==> config.mk <==
export PLATFORM = sky130hd
export DESIGN_NAME = sdram_local_arbiter
export DESIGN_NICKNAME = d
export VERILOG_FILES = /design/src/rtl/sdram_local_arbiter.sv
export SDC_FILE = /design/constraint.sdc
export NUM_CORES = 1
export LEC_CHECK = 0
export ABC_AREA = 1
export CAP_MARGIN = 15
export CELL_PAD_IN_SITES_DETAIL_PLACEMENT = 0
export CELL_PAD_IN_SITES_GLOBAL_PLACEMENT = 1
export CORE_MARGIN = 10
export CORE_UTILIZATION = 30
export DETAILED_ROUTE_END_ITERATION = 16
export PLACE_DENSITY_LB_ADDON = 0.1
export SYNTH_ARGS = -nofsm -noshare
export SYNTH_HDL_FRONTEND = slang
export SYNTH_SLANG_ARGS = --single-unit
export TNS_END_PERCENT = 20
==> constraint.sdc <==
create_clock -name phy_clk -period 5.9 [get_ports phy_clk]
set_clock_uncertainty 0.1 [all_clocks]
set_input_delay 0.885 -clock phy_clk [delete_from_list [all_inputs] [get_ports phy_clk]]
set_output_delay 0.885 -clock phy_clk [all_outputs]
set_load 0.01 [all_outputs]
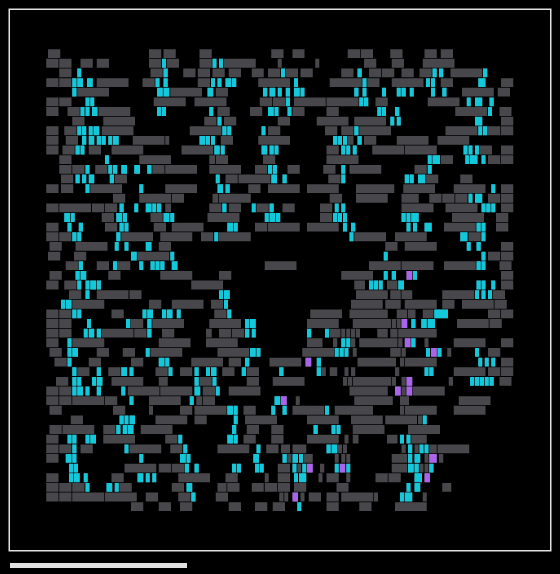
Run 1: selected gate families
Scale bar: 50 µm.
colour	family	cells	most used
purple	inverting AOI/OAI gates	14	o21ai_0
cyan	NAND gates	390	nand2_1
logic share of the area: 22.86%
Post-Layout Cell Count: 1116

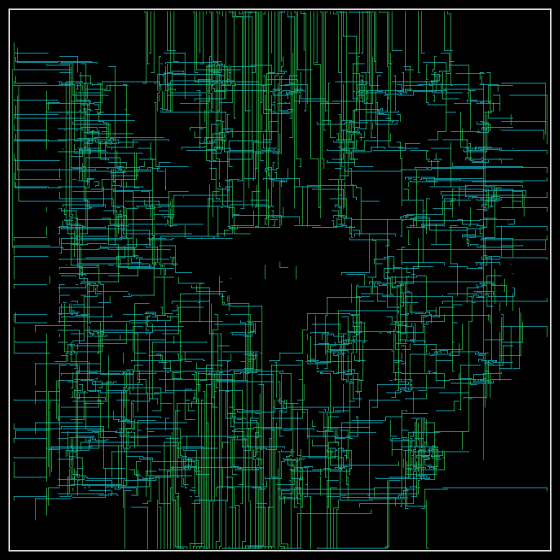
Run 1: routed metal, one colour a layer
Only two layers are drawn.
colour	layer	wire length
green	met2	9120 µm
cyan	met1	7310 µm
Vias: 4921
Routed WL: 18840 µm
Avg WL per Cell: 16.89 µm

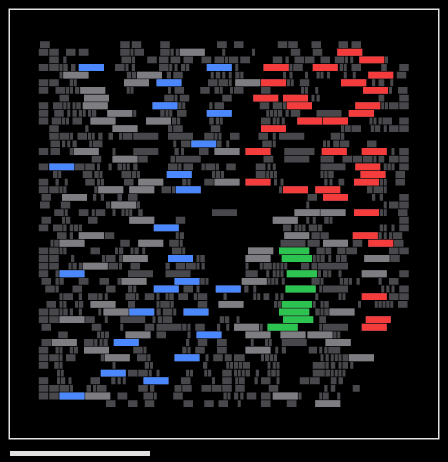
Run 1: register map, names as in the netlist
Scale bar: 50 µm.
colour	netlist name	flops
red	rq_rdata	32
blue	local_address	23
green	r_tag_mem	8
not coloured	57
final core occ: 49.64%
FF/Latch Area: 3043 µm²
Seq area share: 35.57%
P_seq: 0.00144 W

==> impl_metrics.toml, run 1 <==
# synthesis and place-and-route metrics
[status]
outcome = "finished clean"

[sta]
finalSetupTns_ns = 0
hold_violations = 0
max_freq_ghz = 0.2503
setup_ws_ns = 1.905
finalCritPeriodShare_pct = 67.71
slew_headroom_pct = 49.38
layout_min_cycle_time_ns = 3.995
setup_violations = 0
finalMaxSlewViolations = 0
rsz0062_at_grt = "no"

[die]
initCoreUtil_pct = 30.51
die-area_um2 = 23230
ios = 265
die_y_um = 152.4
core_area_um2 = 17240

[logic_synthesis]
postSynthSeqShare_pct = 57.86
yosys.cell_types.count = 24
yosysCellCount = 624
syn_avg_cell_area_um2 = 8.428
synth_area_leader_cell = "dfrtp_1"
ys_area_um2 = 5259
numSynthFlops = 120
syn-instance-count = 624
yosys-top-cells-area = "dfrtp_1 53%, nand2_1 22%, nand3_1 6.3%"
yosysWarningCount = 0

[drt]
drtPass1Iterations = 4
antenna_left = 0
drcViolationCount = 0
drt-initial-drc-count = 213

[global_route]
grt_max_degree = 65
grt_pass1_vias = 5320
grt_usage_pct = 16.12
grt_first_pass_wirelength_um = 29730
antenna_found_initial = 1
grt_overflow_total = 0

[cts]
cts.path.max_buffers = 2
ctsHoldBuffers = 0
htreeDepth = 4
cts_setup_buffers = 0
path_clk_slew_ns = 0.05
post_cts_resized = 0
cts_sinks = 120
cts_tree = "done"

[final_layout]
final_common_cell = "nand2_1"
final_area_um2 = 8556
antennaDiodeCount = 0
layout-drive-gt1-share_pct = 6.285
lay_top_cells = "309 x nand2_1, 260 x clkdlybuf4s50_1, 112 x dfrtp_1"
nets = 1042
area_growth_pct = 62.69

[pwr]
ir_drop_mv = 0.2125
p_leak_nw = 3.948
powerDensity_nw_per_um2 = 483.7

[worst_setup_path]
cpMostUsedCell = "clkdlybuf4s50_1"
start_kind = "input pin"
cp_cell_sequence = "clkdlybuf4s50_1 -> nor2_1 -> o21ai_0 -> nand2_2 -> nor2_4 -> buf_4 -> clkdlybuf4s50_1"
crit_buf_inv = 3
reg2reg_depth = 13
path_depth = 7
r2r_slack_ns = 2.68
worstPathArrival_ns = 3.01
cp_slowest_cell = "clkdlybuf4s50_1"
cp_max_fo = 60
max_stage_delay_ns = 0.69

[placement]
gp_congestion = 0.8611
placed_area_um2 = 7999
hpwl_um = 14270
dp_cells = 1084
portBuffers = 261

[worst_hold_path]
min_path_type = "reg -> reg"

[run]
cap_violations = 0
warnings = 27
-- run 1: cell families (layout without fill, tap and decap cells) --
logic type	Yosys count	after routing	synth area share, %
compound gates	15	15	1.523
buf+inv	52	318	5.163
simple gates	421	421	32.62
xor+xnor	9	9	1.499
flops	120	120	57.86
fa+ha+maj	5	5	1.190
other cells	2	3	0.1428
-- run 1: cells in the mapped netlist --
cell type  number
edfxtp_1        8
a31oi_1         1
buf_8           1
xor2_1          6
nand4_1         2
ha_1            5
a21oi_1         4
a31o_2          1
nor2_1         26
nand2_2        11
buf_4           6
buf_2          22
conb_1          2
or2_2           2
nand2_1       310
dfrtp_1       112
nor2_2          3
nand3_1        66
o21ai_0         9
inv_2           4
inv_1          17
buf_6           2
xnor2_1         3
nand2_4         1
-- run 1: stage by stage --
step | hold WS [ns] | total power [W]
4_1_cts | 0.3798 | 0.004207
3_3_place_gp | 0.3613 | 0.003175
5_1_grt | 0.4010 | 0.004445
2_1_floorplan | 0.3607 | 0.002208
6_report | 0.3796 | 0.004138
3_5_place_dp | 0.3652 | 0.003193
-- run 1: layout make-up --
cell class / count / area (µm²)
clock buffer: 22 / 454.2
tap: 225 / 281.5
multi-input combinational: 453 / 1956
inverter: 21 / 78.83
timing repair buffer: 265 / 2640
fill: 1573 / 8681
sequential: 120 / 3043
clock inverter: 10 / 102.6
-- run 1: power by group --
group | switching, W | total [W] | internal, W
Combinational | 0.000832 | 0.00172 | 0.000889
Sequential | 0.000249 | 0.00144 | 0.00119
Clock | 0.000354 | 0.000980 | 0.000627
-- run 1: per-layer routing --
metal / up-vias / global-route usage [%] / wire (µm)
met3: 24 / 8.072 / 1937
met2: 205 / 26.53 / 9124
met1: 2244 / 17.32 / 7314
li1: 2446 / - / -
met4: 2 / 6.419 / 454
met5: - / 0 / 13
Run 1, the clock network:
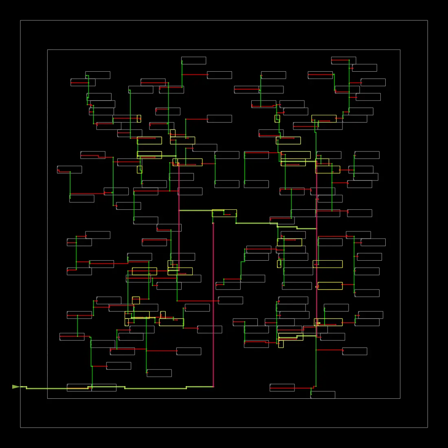

==> run 2: changes to the inputs <==
--- a/config.mk
+++ b/config.mk
@@ -10,7 +10,7 @@
 export CELL_PAD_IN_SITES_DETAIL_PLACEMENT = 0
 export CELL_PAD_IN_SITES_GLOBAL_PLACEMENT = 1
 export CORE_MARGIN = 10
-export CORE_UTILIZATION = 30
+export CORE_UTILIZATION = 25
 export DETAILED_ROUTE_END_ITERATION = 16
 export PLACE_DENSITY_LB_ADDON = 0.1
 export SYNTH_ARGS = -nofsm -noshare
==> constraint.sdc (replaced) <==
create_clock -name phy_clk -period 3.3 [get_ports phy_clk]
set_clock_uncertainty 0.1 [all_clocks]
set_input_delay 0.495 -clock phy_clk [delete_from_list [all_inputs] [get_ports phy_clk]]
set_output_delay 0.495 -clock phy_clk [all_outputs]
set_load 0.01 [all_outputs]
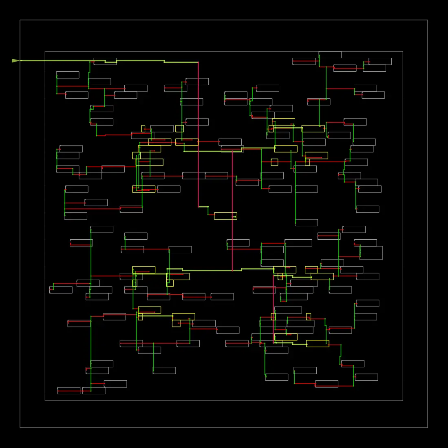
Run 2: the clock network
power in the clock group: 0.00172 W
Clk Latency, worst-skew pair: 0.41 ns
clock sink count: 120
seq_cells: 120
layout clock buffer count: 19

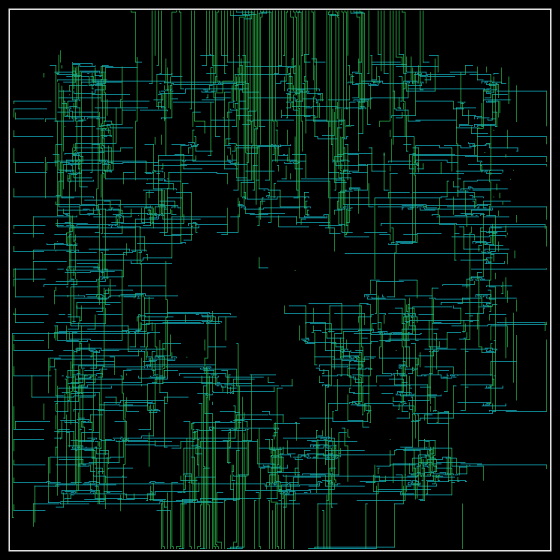
Run 2: routed metal, one colour a layer
Only two layers are drawn.
colour	layer	wire length
green	met2	9160 µm
cyan	met1	7610 µm
Routed WL: 19530 µm
gr usage total: 14.06%

==> run 2 against run 1 <==
- the flow now finishes with violations (hold timing)
- combinational power is about 80% higher
- largest cell class unchanged
- cell count is 4.2% higher
- global-route usage is 2.1 points lower
- power is 79% higher
- via count hardly changed
- utilization is 7.5 points lower
- worst hold slack worse by 0.39 ns
- sequential power is 78% higher
- synthesized cell count stayed put
- cell area is 0.89% higher
- die area is 17% higher
==> impl_metrics.toml, run 2 <==
# synthesis and place-and-route metrics
[sta]
layout_min_cycle_time_ns = 2.614
setup_ws_ns = 0.6860
finalCritPeriodShare_pct = 79.21
worst_hold_slack_ns = -0.01490
max_freq_ghz = 0.3826
finalMaxSlewViolations = 0
hold_violations = 4
slew_headroom_pct = 52.76
finalSetupTns_ns = 0

[logic_synthesis]
synthFlopType = "dfrtp_1"
yosys.cell_types.count = 24
synth_area_leader_cell = "dfrtp_1"
yosys-top-cells-area = "dfrtp_1 53%, nand2_1 22%, nand3_1 6.3%"
postSynthSeqShare_pct = 57.86
top_cell = "nand2_1"
yosys-top-cells-count = "310 x nand2_1, 112 x dfrtp_1, 66 x nand3_1, 26 x nor2_1, 22 x buf_2"
yosysCellCount = 624
yosysWarningCount = 0
ys_area_um2 = 5259
edf_count = 8

[cts]
post_cts_resized = 0
htreeDepth = 4
cts_setup_buffers = 0
cts.path.max_buffers = 2
ctsHoldBuffers = 0
path_clk_slew_ns = 0.06

[drt]
drtPass1Iterations = 5
wire_per_inst_um = 16.79
antenna_left = 0
vias = 4919
drcViolationCount = 0

[worst_setup_path]
worstPathArrival_ns = 2.02
reg2reg_depth = 14
r2r_slack_ns = 0.74
path_depth = 8
cp_slowest_cell = "clkdlybuf4s50_1"
crit_buf_inv = 4

[placement]
hpwl_um = 14640
gp_congestion = 0.7688
portBuffers = 261
placed_area_um2 = 8083

[pwr]
p_total_w = 0.007390
p_leak_nw = 3.957
ir_drop_mv = 0.3069
powerDensity_nw_per_um2 = 856.1

[global_route]
grt_first_pass_wirelength_um = 29460
grt_max_degree = 69
antenna_found_initial = 1
grt_use_met3_pct = 9.111
busiest_layer = "met2"
grt_pass1_vias = 5201
use_met2_pct = 22.51
use_met1_pct = 15.15

[final_layout]
fillCellCount = 2059
lay_top_cells = "309 x nand2_1, 260 x clkdlybuf4s50_1, 112 x dfrtp_1"
layout-drive-gt1-share_pct = 6.831
area_growth_pct = 64.14
seq_area_um2 = 3043
nets = 1044

[status]
violations = "hold timing"
outcome = "finished with violations"

[die]
die_y_um = 165.0
ios = 265
die-area_um2 = 27240
core_area_um2 = 20490
initCoreUtil_pct = 25.66

[run]
warnings = 27
cap_violations = 0

[worst_hold_path]
min_path_type = "in -> async"
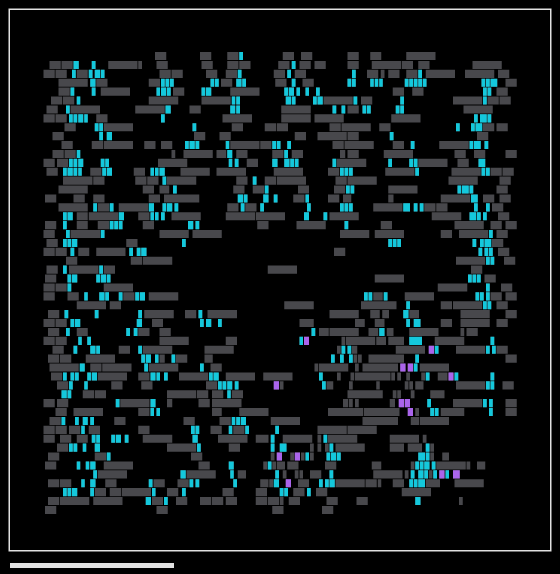
Run 2: selected gate families
Scale bar: 50 µm.
colour	family	cells	most used
cyan	NAND gates	390	nand2_1
purple	inverting AOI/OAI gates	14	o21ai_0
logic share of the area: 22.66%
most instantiated logic cell after routing: nand2_1
Post-Layout Cell Count: 1163

==> run 2: metal layers <==
| metal | wire length, µm | part of all wire, % | up-vias |
|---|---|---|---|
| met4 | 133 | 0.68 | 2 |
| met3 | 2609 | 13 | 9 |
| met5 | 13 | 0.067 | - |
| met1 | 7606 | 39 | 2278 |
| li1 | - | - | 2447 |
| met2 | 9162 | 47 | 183 |
==> run 2: final cells by class <==
| type | instances | share of cell area, % |
|---|---|---|
| clock inverter | 13 | 1.232 |
| sequential | 120 | 35.25 |
| clock buffer | 19 | 5.131 |
| timing repair buffer | 267 | 30.90 |
| multi-input combinational | 453 | 22.66 |
| tap | 270 | 3.914 |
| inverter | 21 | 0.9132 |
==> run 2: logic make-up after synthesis <==
group / count (synthesis) / synth area share, %
other cells: 2 / 0.1428
flops: 120 / 57.86
simple gates: 421 / 32.62
buf+inv: 52 / 5.163
compound gates: 15 / 1.523
fa+ha+maj: 5 / 1.190
xor+xnor: 9 / 1.499
==> run 2: per-stage QoR <==
stage | utilization [%] | std cells
global route | 42.12 | 1163
global placement | 39.44 | 1131
finish | 42.12 | 1163
floorplan | - | 625
CTS | 42.12 | 1163
detailed placement | 39.44 | 1131
==> run 2: power by group <==
| group | switching [W] | internal (W) | total (W) |
|---|---|---|---|
| registers | 0.000441 | 0.00212 | 0.00257 |
| clock network | 0.000675 | 0.00105 | 0.00172 |
| logic | 0.00151 | 0.00160 | 0.00310 |
Power is estimated from default activity; no workload was simulated.
